Fig. 1: run 1, cell sizes after repair
Drawn at 6 px/um.
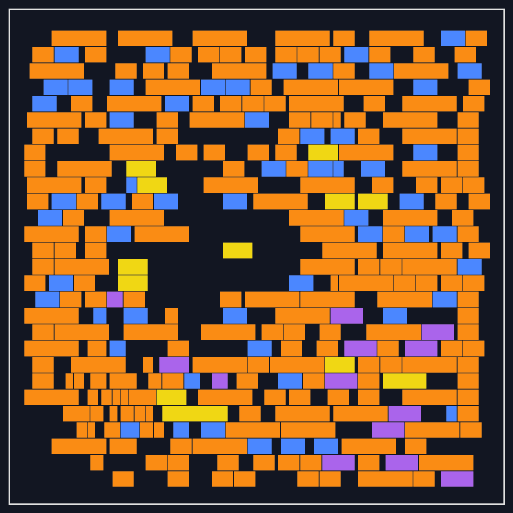
Fig. 2: run 1, routing congestion map
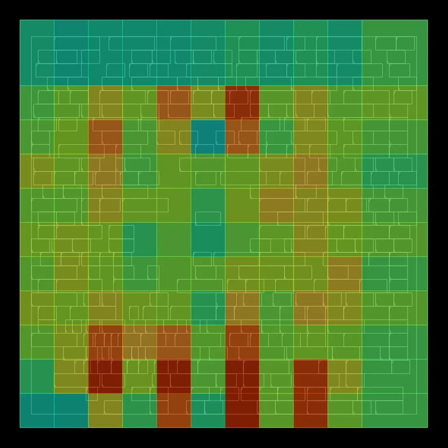
Fig. 3: run 1, met2 routing
Drawn at 4 px/um.
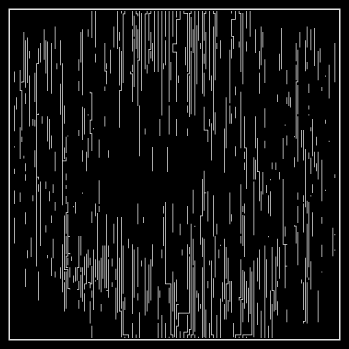
--- src/rtl/dmem_wb_master_pkg.sv ---
// Shared constants and state encoding for the data-memory Wishbone master.
package dmem_wb_master_pkg;

   // Physical address width produced by the data MMU.
   localparam int PHYS_ADDR_W     = 24;
   // CPU register / data width.
   localparam int RW              = 16;
   // Default watchdog limit in cycles (fits the 8-bit counter).
   localparam int TIMEOUT_CYC_DEF = 255;

   // Bus-master state; also visible on the debug port.
   typedef enum logic [1:0] {
      S_IDLE = 2'd0,
      S_REQ  = 2'd1,
      S_WAIT = 2'd2
   } state_t;

endpackage

--- src/rtl/dmem_wb_master.sv ---
// Data-memory Wishbone master: turns one latched CPU load/store into one
// pipelined single-beat Wishbone cycle and reports ack/err/read data back.
// Optional watchdog: define DMEM_WB_TIMEOUT_EN to abort with o_err after
// TIMEOUT_CYC cycles in REQ/WAIT without a slave response.
//
// Handshake: a request is taken only when i_req=1 in IDLE (o_busy=0); the
// strobe is accepted on any cycle with o_wb_stb=1 and i_wb_stall=0; the
// slave response (i_wb_ack / i_wb_err) is honoured only from that cycle
// until completion, and err takes priority over ack.
module dmem_wb_master
   import dmem_wb_master_pkg::*;
#(
   parameter int ADDR_W      = PHYS_ADDR_W,
   parameter int DATA_W      = RW,
   parameter int SEL_W       = DATA_W / 8,
   parameter int TIMEOUT_CYC = TIMEOUT_CYC_DEF
) (
   input  logic              i_clk,
   input  logic              i_rst,
   input  logic              i_req,
   input  logic              i_we,
   input  logic [ADDR_W-1:0] i_addr,
   input  logic [DATA_W-1:0] i_data,
   input  logic [SEL_W-1:0]  i_sel,
   output logic              o_busy,
   output logic              o_ack,
   output logic              o_err,
   output logic [DATA_W-1:0] o_data,
   output logic              o_wb_cyc,
   output logic              o_wb_stb,
   output logic              o_wb_we,
   output logic [ADDR_W-1:0] o_wb_adr,
   output logic [DATA_W-1:0] o_wb_dat,
   output logic [SEL_W-1:0]  o_wb_sel,
   input  logic [DATA_W-1:0] i_wb_dat,
   input  logic              i_wb_ack,
   input  logic              i_wb_err,
   input  logic              i_wb_stall,
   output state_t            o_dbg_state
);

   // The watchdog counter is 8 bits wide, so the limit must fit in it.
   if (TIMEOUT_CYC < 1 || TIMEOUT_CYC > 255) begin : g_bad_timeout
      $error("TIMEOUT_CYC must be in 1..255 for the 8-bit watchdog");
   end

   state_t              state_q, state_d;
   logic                cyc_d, stb_d, we_d, ack_d, err_d, busy_d;
   logic [ADDR_W-1:0]   adr_d;
   logic [DATA_W-1:0]   wdat_d, rdat_d;
   logic [SEL_W-1:0]    sel_d;
   logic                resp_ok;
   logic                timeout;

   assign o_dbg_state = state_q;

`ifdef DMEM_WB_TIMEOUT_EN
   logic [7:0] tmo_cnt_q;

   // Watchdog: zero while idle, so it reads 0 in the first REQ cycle.
   always_ff @(posedge i_clk or negedge i_rst) begin
      if (!i_rst)
         tmo_cnt_q <= '0;
      else if (state_q == S_IDLE)
         tmo_cnt_q <= '0;
      else
         tmo_cnt_q <= tmo_cnt_q + 8'd1;
   end

   assign timeout = (state_q != S_IDLE) && (tmo_cnt_q == 8'(TIMEOUT_CYC - 1));
`else
   assign timeout = 1'b0;
`endif

   // State and all outputs are registered; reset drops the bus at once.
   always_ff @(posedge i_clk or negedge i_rst) begin
      if (!i_rst) begin
         state_q  <= S_IDLE;
         o_wb_cyc <= 1'b0;
         o_wb_stb <= 1'b0;
         o_wb_we  <= 1'b0;
         o_wb_adr <= '0;
         o_wb_dat <= '0;
         o_wb_sel <= '0;
         o_data   <= '0;
         o_ack    <= 1'b0;
         o_err    <= 1'b0;
         o_busy   <= 1'b0;
      end else begin
         state_q  <= state_d;
         o_wb_cyc <= cyc_d;
         o_wb_stb <= stb_d;
         o_wb_we  <= we_d;
         o_wb_adr <= adr_d;
         o_wb_dat <= wdat_d;
         o_wb_sel <= sel_d;
         o_data   <= rdat_d;
         o_ack    <= ack_d;
         o_err    <= err_d;
         o_busy   <= busy_d;
      end
   end

   // Next-state and next-output decode; everything holds unless changed.
   always_comb begin
      state_d = state_q;
      cyc_d   = o_wb_cyc;
      stb_d   = o_wb_stb;
      we_d    = o_wb_we;
      adr_d   = o_wb_adr;
      wdat_d  = o_wb_dat;
      sel_d   = o_wb_sel;
      rdat_d  = o_data;
      ack_d   = 1'b0;
      err_d   = 1'b0;
      // A response only counts once the strobe has been accepted.
      resp_ok = (state_q == S_WAIT) || ((state_q == S_REQ) && !i_wb_stall);

      case (state_q)
         S_IDLE: begin
            if (i_req) begin
               state_d = S_REQ;
               cyc_d   = 1'b1;
               stb_d   = 1'b1;
               we_d    = i_we;
               adr_d   = i_addr;
               wdat_d  = i_data;
               sel_d   = i_sel;
            end
         end
         S_REQ, S_WAIT: begin
            if (resp_ok && i_wb_err) begin
               err_d   = 1'b1;
               state_d = S_IDLE;
               cyc_d   = 1'b0;
               stb_d   = 1'b0;
            end else if (resp_ok && i_wb_ack) begin
               ack_d   = 1'b1;
               if (!o_wb_we)
                  rdat_d = i_wb_dat;
               state_d = S_IDLE;
               cyc_d   = 1'b0;
               stb_d   = 1'b0;
            end else if (timeout) begin
               err_d   = 1'b1;
               state_d = S_IDLE;
               cyc_d   = 1'b0;
               stb_d   = 1'b0;
            end else if ((state_q == S_REQ) && !i_wb_stall) begin
               stb_d   = 1'b0;
               state_d = S_WAIT;
            end
         end
         default: begin
            state_d = S_IDLE;
            cyc_d   = 1'b0;
            stb_d   = 1'b0;
         end
      endcase

      busy_d = (state_d != S_IDLE);
   end

endmodule

--- config.mk ---
export PLATFORM = sky130hd
export DESIGN_NAME = dmem_wb_master
export DESIGN_NICKNAME = d
export VERILOG_FILES = /design/src/rtl/dmem_wb_master_pkg.sv /design/src/rtl/dmem_wb_master.sv
export SDC_FILE = /design/constraint.sdc
export NUM_CORES = 1
export LEC_CHECK = 0
export CORE_MARGIN = 2
export CORE_UTILIZATION = 43
export DETAILED_ROUTE_END_ITERATION = 10
export HOLD_SLACK_MARGIN = 0.08
export PLACE_DENSITY = 0.85
export SLEW_MARGIN = 20
export SYNTH_ARGS = -nofsm -noshare
export SYNTH_HDL_FRONTEND = slang
export SYNTH_SLANG_ARGS = --single-unit
export TNS_END_PERCENT = 1
--- constraint.sdc ---
create_clock -name i_clk -period 3.2 [get_ports i_clk]
set_input_delay 0.64 -clock i_clk [delete_from_list [all_inputs] [get_ports i_clk]]
set_output_delay 0.64 -clock i_clk [all_outputs]
set_load 0.03 [all_outputs]
==> PnR_summary.wiki, run 1 <==
=== Synthesis and place and route ===
{| class="wikitable"
! Metric !! Value
|-
| Share of the final layout cell area in sequential cells || 0.394
|-
| Leak pwr || approximately 0.0018 uW
|-
| Largest cell class || registers
|-
| Global-route wire length before repair || around 9100 um
|-
| Launch point of the worst reg-to-reg path || o_dbg_state[0]
|-
| Post-route setup slack || 1.11 ns
|-
| Crit path from || o_dbg_state[0]
|-
| Number of global-route vias before repair || between 1500 and 2000
|-
| Final hold slack || ~0.39 ns
|-
| Setup skew after layout || 0.00643 ns
|-
| Startpoint types || flip-flop
|-
| DR WL/cell || between 15 and 20 um
|-
| Result of the run || finished clean
|-
| Total placed cells including tap cells || approximately 370
|-
| Number of optimization iterations in the first detailed-route pass || 4
|-
| Total of warnings raised by yosys || 0
|-
| Detailed Route WL || between 6000 and 7000 um
|-
| Power density of the placed cells || approximately 1100 mW/mm^2
|-
| Count of cells resized by post-cts repair || 0
|-
| Clock-net power || approximately 670 uW
|-
| Fraction of power consumed by combinational cells || 0.542
|-
| Worst-Margin Slew || ~0.80 ns
|-
| Chip Height || just over 80 um
|-
| Die X || just over 80 um
|-
| Shortest period the worst path allows || around 2.1 ns
|-
| Most used flip-flop cell after synthesis || dfrtp_1
|-
| Fmax || between 0.4 and 0.5 GHz
|-
| FF+latch count || approximately 66
|-
| Fraction of power spent switching nets || 0.391
|-
| Post-synthesis cell area || about 0.0026 mm^2
|-
| Vias || roughly 1900
|-
| Overall chip area || approximately 0.0068 mm^2
|-
| Unrepaired setup endpoints after global routing || false
|-
| Crit Path Max Fanout || 5
|-
| FF+latch area || ~0.0017 mm^2
|-
| Clock buffer instance count of the final layout || 12
|}
## Picture notes: Fig. 1
legend:
  _0 and _1 cells:
    colour: orange
    cells: 224
    most_used: clkdlybuf4s50_1
  _3 and _4 cells:
    colour: purple
    cells: 13
    most_used: mux2_4
  _2 cells:
    colour: blue
    cells: 57
    most_used: mux2_2
  _6 and larger:
    colour: yellow
    cells: 12
    most_used: clkbuf_8

## Picture notes: Fig. 2
grt met2 use: 0.294
final standard cell utilization of the core: 0.708
M3 GR Usage: 0.0663
GR Util All Layers: 0.178

## Picture notes: Fig. 3
nets with wire on the layer: 344
longest straight run: 50.7 um
wire length on this layer: 3070 um
main direction: vertical

-- run 1: cell families (layout without fill, tap and decap cells) --
| logic type | count (synthesis) | after routing | share of synthesized area |
|---|---|---|---|
| adders and majority gates | 4 | 4 | 0.0190 |
| buffers and inverters | 9 | 151 | 0.0238 |
| and+or+nand+nor | 19 | 19 | 0.0466 |
| muxes | 59 | 59 | 0.267 |
| AOI/OAI and AO/OA | 7 | 7 | 0.0166 |
| DFF | 66 | 66 | 0.627 |
-- run 1: per-stage QoR --
stage                     power [uW]  utilization  cell area, um^2
after global routing            4840        0.708             4190
after CTS                       4650        0.708             4190
after floorplan                 2910            -             2630
after detailed placement        3970        0.677             4010
after global placement          3900        0.677             4010
final                           4610        0.708             4190
-- run 1: worst min-delay path by stage --
stage               slack (ns)  cells after the start         to
detailed placement        0.49                      1   o_wb_cyc
global route              0.46                      1  o_data[8]
CTS                       0.41                      1  o_data[8]
finish                    0.39                      1  o_data[8]
floorplan                 0.34                      0      o_ack
global placement          0.48                      1   o_wb_cyc
-- run 1: synthesized netlist by cell type (2+ instances only) --
library cell and n:
inv_1 3, nor2_1 3, mux2_2 49, nand3_1 4, a21oi_1 2, mux2_4 10, ha_1 4, buf_2 4
dfrtp_1 66, and3_2 2
-- run 1: placed cells by master (no fill, tap or decap), drive strengths merged, types with 3 or more instances in the layout --
| master | Yosys | final |
|---|---|---|
| dfrtp | 66 | 66 |
| clkbuf | 0 | 12 |
| buf | 6 | 4 |
| nor2 | 3 | 3 |
| inv | 3 | 3 |
| mux2 | 59 | 59 |
| clkdlybuf4s50 | 0 | 129 |
| ha | 4 | 4 |
| nand3 | 4 | 4 |
-- run 1: layer usage --
metal  up-vias  wire length [um]
met5         -                 0
met4         0               123
met3        13               550
met2        83              3070
met1       905              2350
li1        852                 -
Fig. 4: run 1, register map, names as in the netlist
Drawn at 4 px/um. Other sequential cells in the stronger grey, the rest of the logic in the fainter grey.
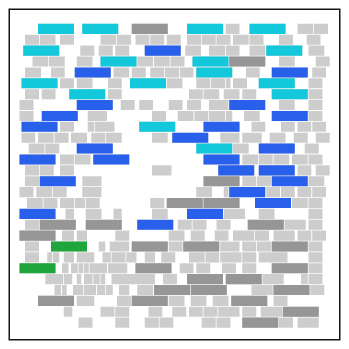

==> run 2, diff against run 1 <==
--- a/config.mk
+++ b/config.mk
@@ -6,10 +6,10 @@
 export NUM_CORES = 1
 export LEC_CHECK = 0
 export CORE_MARGIN = 2
-export CORE_UTILIZATION = 43
+export CORE_UTILIZATION = 36
 export DETAILED_ROUTE_END_ITERATION = 10
 export HOLD_SLACK_MARGIN = 0.08
-export PLACE_DENSITY = 0.85
+export PLACE_DENSITY = 0.76
 export SLEW_MARGIN = 20
 export SYNTH_ARGS = -nofsm -noshare
 export SYNTH_HDL_FRONTEND = slang
==> constraint.sdc (replaced) <==
create_clock -name i_clk -period 1.8 [get_ports i_clk]
set_input_delay 0.36 -clock i_clk [delete_from_list [all_inputs] [get_ports i_clk]]
set_output_delay 0.36 -clock i_clk [all_outputs]
set_load 0.03 [all_outputs]
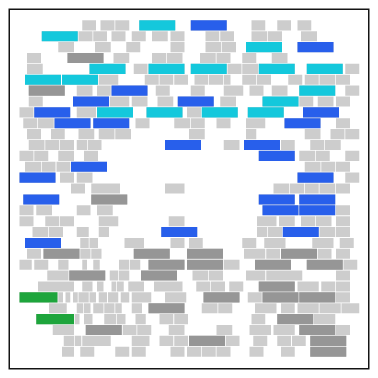
Fig. 5. Register map, names as in the netlist (run 2).
Drawn at 4 px/um. Other sequential cells in the stronger grey, the rest of the logic in the fainter grey.
legend:
  o_dbg_state:
    colour: green
    flops: 2
  o_wb_adr:
    colour: blue
    flops: 24
  o_wb_dat:
    colour: cyan
    flops: 16

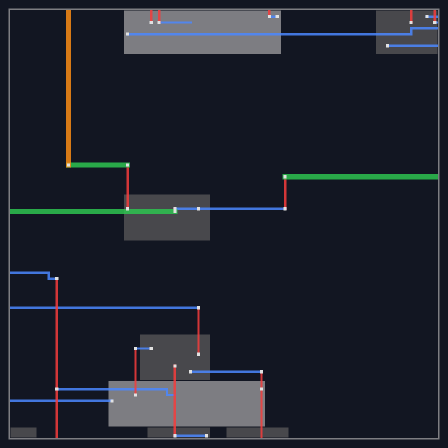
Fig. 6. Layout detail (run 2).
Region (32, 32) to (57, 57) um. Cells in grey, sequential cells in the stronger grey; small squares are vias.
legend:
  metal 1:
    colour: blue
  metal 2:
    colour: red
  metal 3:
    colour: green
  metal 4:
    colour: orange
netlist names of flops here include: o_wb_adr (2)
sequential cells in the window: 2
cells with their middle in the window: 5
most frequent: mux2_2 (2), dfrtp_1 (2), clkbuf_8 (1)

==> run 2 against run 1 <==
Against the previous run:
- via count up 0.92%
- clock skew about the same
- worst hold slack better by 0.11 ns
- largest cell class unchanged
- utilization down 10 points
- critical path type is now reg -> reg
==> PnR_summary.wiki, run 2 <==
=== Synthesis and place and route ===
{| class="wikitable"
! Metric !! Value
|-
| Result of the run || finished clean (unchanged)
|-
| Most frequent cell after synthesis || dfrtp_1 (unchanged)
|-
| Power density of the placed cells || 1900 mW/mm^2 (was 1100 mW/mm^2)
|-
| Fmax || 0.572 GHz
|-
| Min-delay worst type || reg -> reg (was in -> async)
|-
| Floorplan Core Area || 0.00718 mm^2 (was 0.00592 mm^2)
|-
| Largest stage delay on the critical path || 0.43 ns (was 0.70 ns)
|-
| Shortest period the worst path allows || 1.75 ns
|-
| Post-route fraction of the period consumed by the critical path || 0.971
|-
| Number of port buffers || 130 (unchanged)
|-
| Clock buffer instance count of the final layout || 10 (was 12)
|-
| FF+latch area || 0.00165 mm^2 (about the same)
|-
| Setup skew after layout || 0.00692 ns (was 0.00643 ns)
|-
| Routed length on met1 || 2390 um (was 2350 um)
|-
| Crit path from || o_dbg_state[0] (unchanged)
|-
| Final standard cell utilization of the core || 0.609 (was 0.708)
|-
| Max FFs per register || 24 (unchanged)
|-
| Relative area of clock buffers and inverters in the final design || 0.0413 (was 0.0442)
|-
| Global-route wire length before repair || 8610 um (was 9070 um)
|-
| Worst R2R End || o_data[9] (was o_data[15])
|-
| Grt met2 use || 0.224 (was 0.294)
|-
| Chip Height || 89.5 um (was 82.2 um)
|-
| Most frequent logic cell in the layout || clkdlybuf4s50_1 (unchanged)
|-
| Leading cell types by count after synthesis || dfrtp_1 (66), mux2_2 (49), mux2_4 (10) (unchanged)
|-
| Top cells by area, synth || dfrtp_1 (63%), mux2_2 (21%), mux2_4 (5.7%) (unchanged)
|-
| Comb pwr || 4650 uW (was 2500 uW)
|-
| Total of warnings raised by yosys || 0 (unchanged)
|-
| Relative slew margins || 0.763 (was 0.470)
|-
| Number of optimization iterations in the first detailed-route pass || 4 (unchanged)
|-
| Largest cell class || registers (unchanged)
|-
| Post-synthesis cell area || 0.00263 mm^2 (unchanged)
|-
| Count of cell instances traversed by the critical path || 7 (was 1)
|-
| FF+latch count || 66 (unchanged)
|-
| Die X || 89.5 um (was 82.2 um)
|-
| Most used flip-flop cell after synthesis || dfrtp_1 (unchanged)
|-
| DR WL/cell || 14.3 um (was 16.0 um)
|-
| Floorplan row count || 31 (was 28)
|-
| Largest registers in the final layout || o_wb_adr x24, o_data x16, o_wb_dat x16 (unchanged)
|-
| Worst setup EP type || flip-flop (was primary output)
|-
| Count of cells resized by post-cts repair || 2 (was 0)
|-
| Launch point of the worst reg-to-reg path || o_dbg_state[0] (unchanged)
|-
| Overall chip area || 0.00801 mm^2 (was 0.00676 mm^2)
|-
| Crit Path Max Fanout || 8 (was 5)
|-
| Detailed-route DRC error count || 0 (unchanged)
|-
| Clock-net power || 1100 uW (was 667 uW)
|-
| TritonCTS buffer count || 9 (unchanged)
|-
| Fraction of power spent switching nets || 0.395 (was 0.391)
|-
| Unrepaired setup endpoints after global routing || true (was false)
|-
| Post-detailed-route via-to-cell ratio || 4.50 (was 4.86)
|-
| GR Util All Layers || 0.142 (was 0.178)
|-
| Largest delay share family, worst path || flip-flops (was buffers and inverters)
|-
| Vias || 1870 (was 1853)
|-
| Count of buffers added by post-CTS timing repair for setup || 0 (unchanged)
|-
| Ys async rst share || 1.00 (unchanged)
|-
| Number of global-route vias before repair || 1838 (was 1953)
|-
| Buffers and inverters on the worst path || 2 (was 1)
|-
| Clock insertion delay at the later pin of the skew report || 0.33 ns (about the same)
|-
| Total cell area reported by yosys after synthesis || 0.00263 mm^2 (unchanged)
|-
| Ordered list of cells on the worst path || buf_4 -> ha_2 -> nand2b_2 -> nand2b_1 -> and4b_2 -> clkbuf_16 -> mux2_4 (was clkdlybuf4s50_1)
|-
| Part of the total power dissipated in sequential elements || 0.307 (was 0.313)
|-
| CTS H-tree lvls || 3 (unchanged)
|-
| Leak pwr || 0.00188 uW (was 0.00181 uW)
|-
| Max IR drop VDD || 1.09 mV (was 0.619 mV)
|-
| CTS max path bufs || 2 (unchanged)
|-
| Met1 routing resource usage after global routing || 0.175 (was 0.205)
|-
| Detailed Route WL || 5940 um (was 6080 um)
|-
| Startpoint types || flip-flop (unchanged)
|-
| DR iter-0 viols || 25 (was 57)
|-
| Slack of the worst reg-to-reg path || 0.05 ns (was 1.12 ns)
|-
| Inverters excl. clock || 3 (unchanged)
|-
| Share of the final layout cell area in sequential cells || 0.379 (was 0.394)
|-
| Most Crowded Layer GR || met2 (unchanged)
|-
| Highest metal layer with signal wires || met4 (unchanged)
|-
| Logic share of the area || 0.216 (was 0.220)
|-
| M3 GR Usage || 0.0526 (was 0.0663)
|-
| Multi-input gates || 89 (unchanged)
|-
| Most instantiated logic cells after routing || clkdlybuf4s50_1 (125), dfrtp_1 (64), mux2_2 (48), mux2_4 (11), clkbuf_8 (10) (was clkdlybuf4s50_1 (129), dfrtp_1 (66), mux2_2 (49), mux2_4 (10), clkbuf_8 (10))
|-
| Worst-Margin Slew || 0.355 ns (was 0.795 ns)
|-
| Tap Cells || 99 (was 75)
|-
| Fraction of power consumed by combinational cells || 0.560 (was 0.542)
|-
| Setup Total Neg Slack || 0 ns (unchanged)
|-
| Met3 Routed Length || 457 um (was 550 um)
|-
| Total length of routed met2 wires || 2980 um (was 3070 um)
|-
| Final tally of hold violations || 0 (unchanged)
|-
| Final Setup Violations || 0 (unchanged)
|-
| Total congestion overflow after global routing || 0 (unchanged)
|}
[run 2: cell count changes in the layout (fill, tap and decap cells not counted), sizes merged, moves of 2 or more]
cell / before / now
buf: 4 / 12
clkinvlp: 0 / 5
dlygate4sd2: 0 / 2
dlymetal6s2s: 0 / 2
clkdlybuf4s50: 129 / 125
[run 2: how the worst min path moves through the flow]
stage	start	to	slack [ns]	cells after the start
3_3_place_gp	i_rst	o_busy	0.40	2
6_report	o_wb_adr[3]	o_wb_adr[3]	0.50	1
2_1_floorplan	i_rst	o_ack	0.06	0
5_1_grt	o_wb_adr[5]	o_wb_adr[5]	0.51	1
4_1_cts	o_wb_dat[13]	o_wb_dat[13]	0.51	1
3_5_place_dp	i_rst	o_busy	0.41	2
[run 2: logic make-up (layout without fill, tap and decap cells)]
family / count (synthesis) / count (layout) / share of synthesized area
AND/OR/NAND/NOR: 19 / 19 / 0.0466
multiplexers: 59 / 59 / 0.267
flip-flops: 66 / 66 / 0.627
AND-OR/OR-AND: 7 / 7 / 0.0166
adder cells (fa/ha/maj): 4 / 4 / 0.0190
buffers and inverters: 9 / 162 / 0.0238
[run 2: per-stage QoR]
| step | total power [uW] | hold slack (ns) | cell area [um^2] | cells | setup WS, ns |
|---|---|---|---|---|---|
| 3_3_place_gp | 7120 | 0.405 | 4120 | 395 | -0.121 |
| 5_1_grt | 8760 | 0.515 | 4370 | 416 | -0.0403 |
| 2_1_floorplan | 5210 | 0.0644 | 2650 | 164 | -0.0467 |
| 4_1_cts | 8330 | 0.509 | 4300 | 412 | 0.00914 |
| 6_report | 8300 | 0.505 | 4370 | 416 | 0.0514 |
| 3_5_place_dp | 7190 | 0.406 | 4120 | 395 | -0.168 |
Fig. 7: run 2, met2 routing
Drawn at 4 px/um.
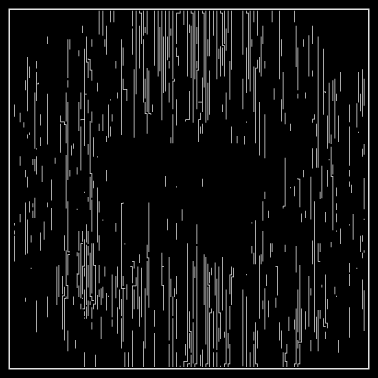

==> run 3, diff against run 2 <==
--- a/config.mk
+++ b/config.mk
@@ -10,6 +10,7 @@
 export DETAILED_ROUTE_END_ITERATION = 10
 export HOLD_SLACK_MARGIN = 0.08
 export PLACE_DENSITY = 0.76
+export SKIP_LAST_GASP = 1
 export SLEW_MARGIN = 20
 export SYNTH_ARGS = -nofsm -noshare
 export SYNTH_HDL_FRONTEND = slang
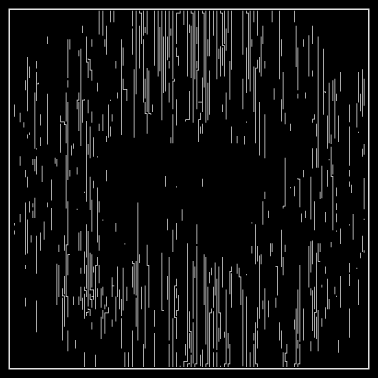
Fig. 8. Met2 routing (run 3).
Drawn at 4 px/um.
share of all routed wire: 50%
nets with wire on the layer: 347

==> run 3 against run 2 <==
Against the previous run:
- worst hold slack hardly changed
- sequential share of layout area is 0.52 points higher
- non-clock buffer count is 4 lower
- final area is 1.3% lower
- clock power hardly changed
- critical path type unchanged
- largest power group unchanged
- critical endpoint is now o_data[6]
- worst setup slack worse by 0.020 ns
- total power is 1.0% lower
- largest cell class unchanged
==> PnR_summary.wiki, run 3 <==
=== Synthesis and place and route ===
{| class="wikitable"
! Metric !! Value
|-
| Largest registers in the final layout || o_wb_adr x24, o_data x16, o_wb_dat x16 (unchanged)
|-
| Largest delay share family, worst path || flip-flops (unchanged)
|-
| Shortest period the worst path allows || 1.77 ns (was 1.75 ns)
|-
| Crit Path Max Fanout || 16 (was 8)
|-
| Comb pwr || 4560 uW (was 4650 uW)
|-
| TritonCTS buffer count || 9 (unchanged)
|-
| Worst-Margin Slew || 0.351 ns (was 0.355 ns)
|-
| Worst R2R End || o_data[6] (was o_data[9])
|-
| Floorplan row count || 31 (unchanged)
|-
| DR WL/cell || 14.1 um (was 14.3 um)
|-
| Total cell area reported by yosys after synthesis || 0.00263 mm^2 (unchanged)
|-
| Ys async rst share || 1.00 (unchanged)
|-
| Post-route fraction of the period consumed by the critical path || 0.982 (was 0.971)
|-
| Result of the run || finished clean (unchanged)
|-
| Max IR drop VDD || 1.09 mV (about the same)
|-
| Leading cell types by count after synthesis || dfrtp_1 (66), mux2_2 (49), mux2_4 (10) (unchanged)
|-
| Most frequent cell after synthesis || dfrtp_1 (unchanged)
|-
| Floorplan Core Area || 0.00718 mm^2 (unchanged)
|-
| Most frequent logic cell in the layout || clkdlybuf4s50_1 (unchanged)
|-
| GR Util All Layers || 0.142 (unchanged)
|-
| Buffers and inverters on the worst path || 2 (unchanged)
|-
| Post-detailed-route via-to-cell ratio || 4.45 (was 4.50)
|-
| Fraction of power spent switching nets || 0.395 (about the same)
|-
| Global-route wire length before repair || 8610 um (unchanged)
|-
| Most used flip-flop cell after synthesis || dfrtp_1 (unchanged)
|-
| PnR Total Power || 8220 uW (was 8300 uW)
|-
| Total of warnings raised by yosys || 0 (unchanged)
|-
| Chip Height || 89.5 um (unchanged)
|-
| Post-synthesis cell area || 0.00263 mm^2 (unchanged)
|-
| Power density of the placed cells || 1910 mW/mm^2 (was 1900 mW/mm^2)
|-
| Worst setup EP type || flip-flop (unchanged)
|-
| Post-route setup slack || 0.0316 ns (was 0.0514 ns)
|-
| Most instantiated logic cells after routing || clkdlybuf4s50_1 (127), dfrtp_1 (64), mux2_2 (49), mux2_4 (10), clkbuf_8 (10) (was clkdlybuf4s50_1 (125), dfrtp_1 (64), mux2_2 (48), mux2_4 (11), clkbuf_8 (10))
|-
| Setup skew after layout || 0.00715 ns (was 0.00692 ns)
|-
| Fraction of power consumed by combinational cells || 0.555 (was 0.560)
|-
| Ordered list of cells on the worst path || inv_2 -> ha_4 -> nor2b_4 -> and4b_1 -> buf_12 -> mux2_2 (was buf_4 -> ha_2 -> nand2b_2 -> nand2b_1 -> and4b_2 -> clkbuf_16 -> mux2_4)
|-
| Beginning of the worst hold path || o_wb_adr[3] (unchanged)
|-
| Unrepaired setup endpoints after global routing || true (unchanged)
|-
| Post-route standard cell area excluding fillers || 0.00431 mm^2 (was 0.00437 mm^2)
|-
| Non-filler cells, final || 412 (was 416)
|-
| Detailed Route WL || 5790 um (was 5940 um)
|-
| Placement-stage cell area || 0.00412 mm^2 (unchanged)
|-
| Slack of the worst reg-to-reg path || 0.03 ns (was 0.05 ns)
|-
| Number of port buffers || 130 (unchanged)
|-
| Die X || 89.5 um (unchanged)
|-
| Final tally of hold violations || 0 (unchanged)
|-
| Max FFs per register || 24 (unchanged)
|-
| Fmax || 0.565 GHz (was 0.572 GHz)
|-
| Count of cells along the worst hold path || 1 (unchanged)
|}
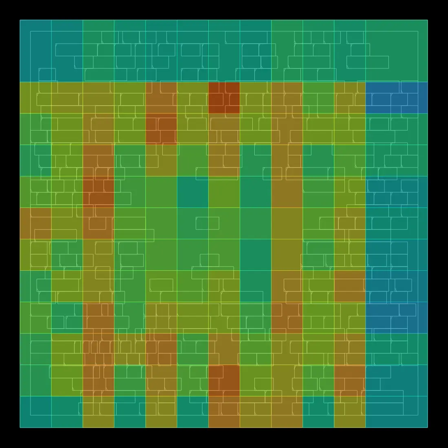
Fig. 9. Routing congestion map (run 3).
met1 routing resource usage after global routing: 0.175
grt met2 use: 0.224
final standard cell utilization of the core: 0.600

[run 3: cell type report]
cell class,instances,area [um^2]
Multi-Input combinational cell,89,933
Timing Repair Buffer,139,1410
Sequential cell,66,1650
Clock inverter,6,42.5
Clock buffer,10,138
Inverter,3,11.3
Fill cell,564,2870
Tap cell,99,124
[run 3: how the worst max path moves through the flow]
stage | slack (ns) | end | depth (start not counted)
after detailed placement | -0.17 | o_data[15] | 6
after CTS | -0.06 | o_dbg_state[1] | 2
after floorplan | -0.05 | o_data[0] | 7
after global placement | -0.12 | o_data[3] | 6
after global routing | -0.06 | o_data[4] | 6
final | 0.03 | o_data[6] | 6
[run 3: repair_timing]
| item | CTS | global route |
|---|---|---|
| gates resized | 1 | 1 |
| endpoints found under the hold margin | 66 | 0 |
| hold buffers | 1 | 0 |
| endpoints found under the setup margin | 2 | 18 |
[run 3: through the flow]
step | setup TNS [ns] | hold WS, ns
after floorplan | -0.467 | 0.0644
after global placement | -1.60 | 0.405
after detailed placement | -2.17 | 0.406
after CTS | -0.0595 | 0.509
after global routing | -0.369 | 0.515
final | 0 | 0.505
[run 3: per-layer routing]
| layer | global-route usage | part of all wire | vias up | wire, um |
|---|---|---|---|---|
| met5 | 0 | 0 | - | 0 |
| met4 | 0.0611 | 0.016 | 0 | 95 |
| met3 | 0.0526 | 0.077 | 10 | 447 |
| met2 | 0.224 | 0.50 | 74 | 2910 |
| met1 | 0.175 | 0.40 | 887 | 2340 |
| li1 | - | - | 863 | - |
[run 3: cell families after synthesis]
kind of cell | share of synthesized area
AND-OR/OR-AND | 0.0166
multiplexers | 0.267
AND/OR/NAND/NOR | 0.0466
buffers and inverters | 0.0238
flip-flops | 0.627
adder cells (fa/ha/maj) | 0.0190
No activity file was given, so power comes from the tool's default toggle rates.
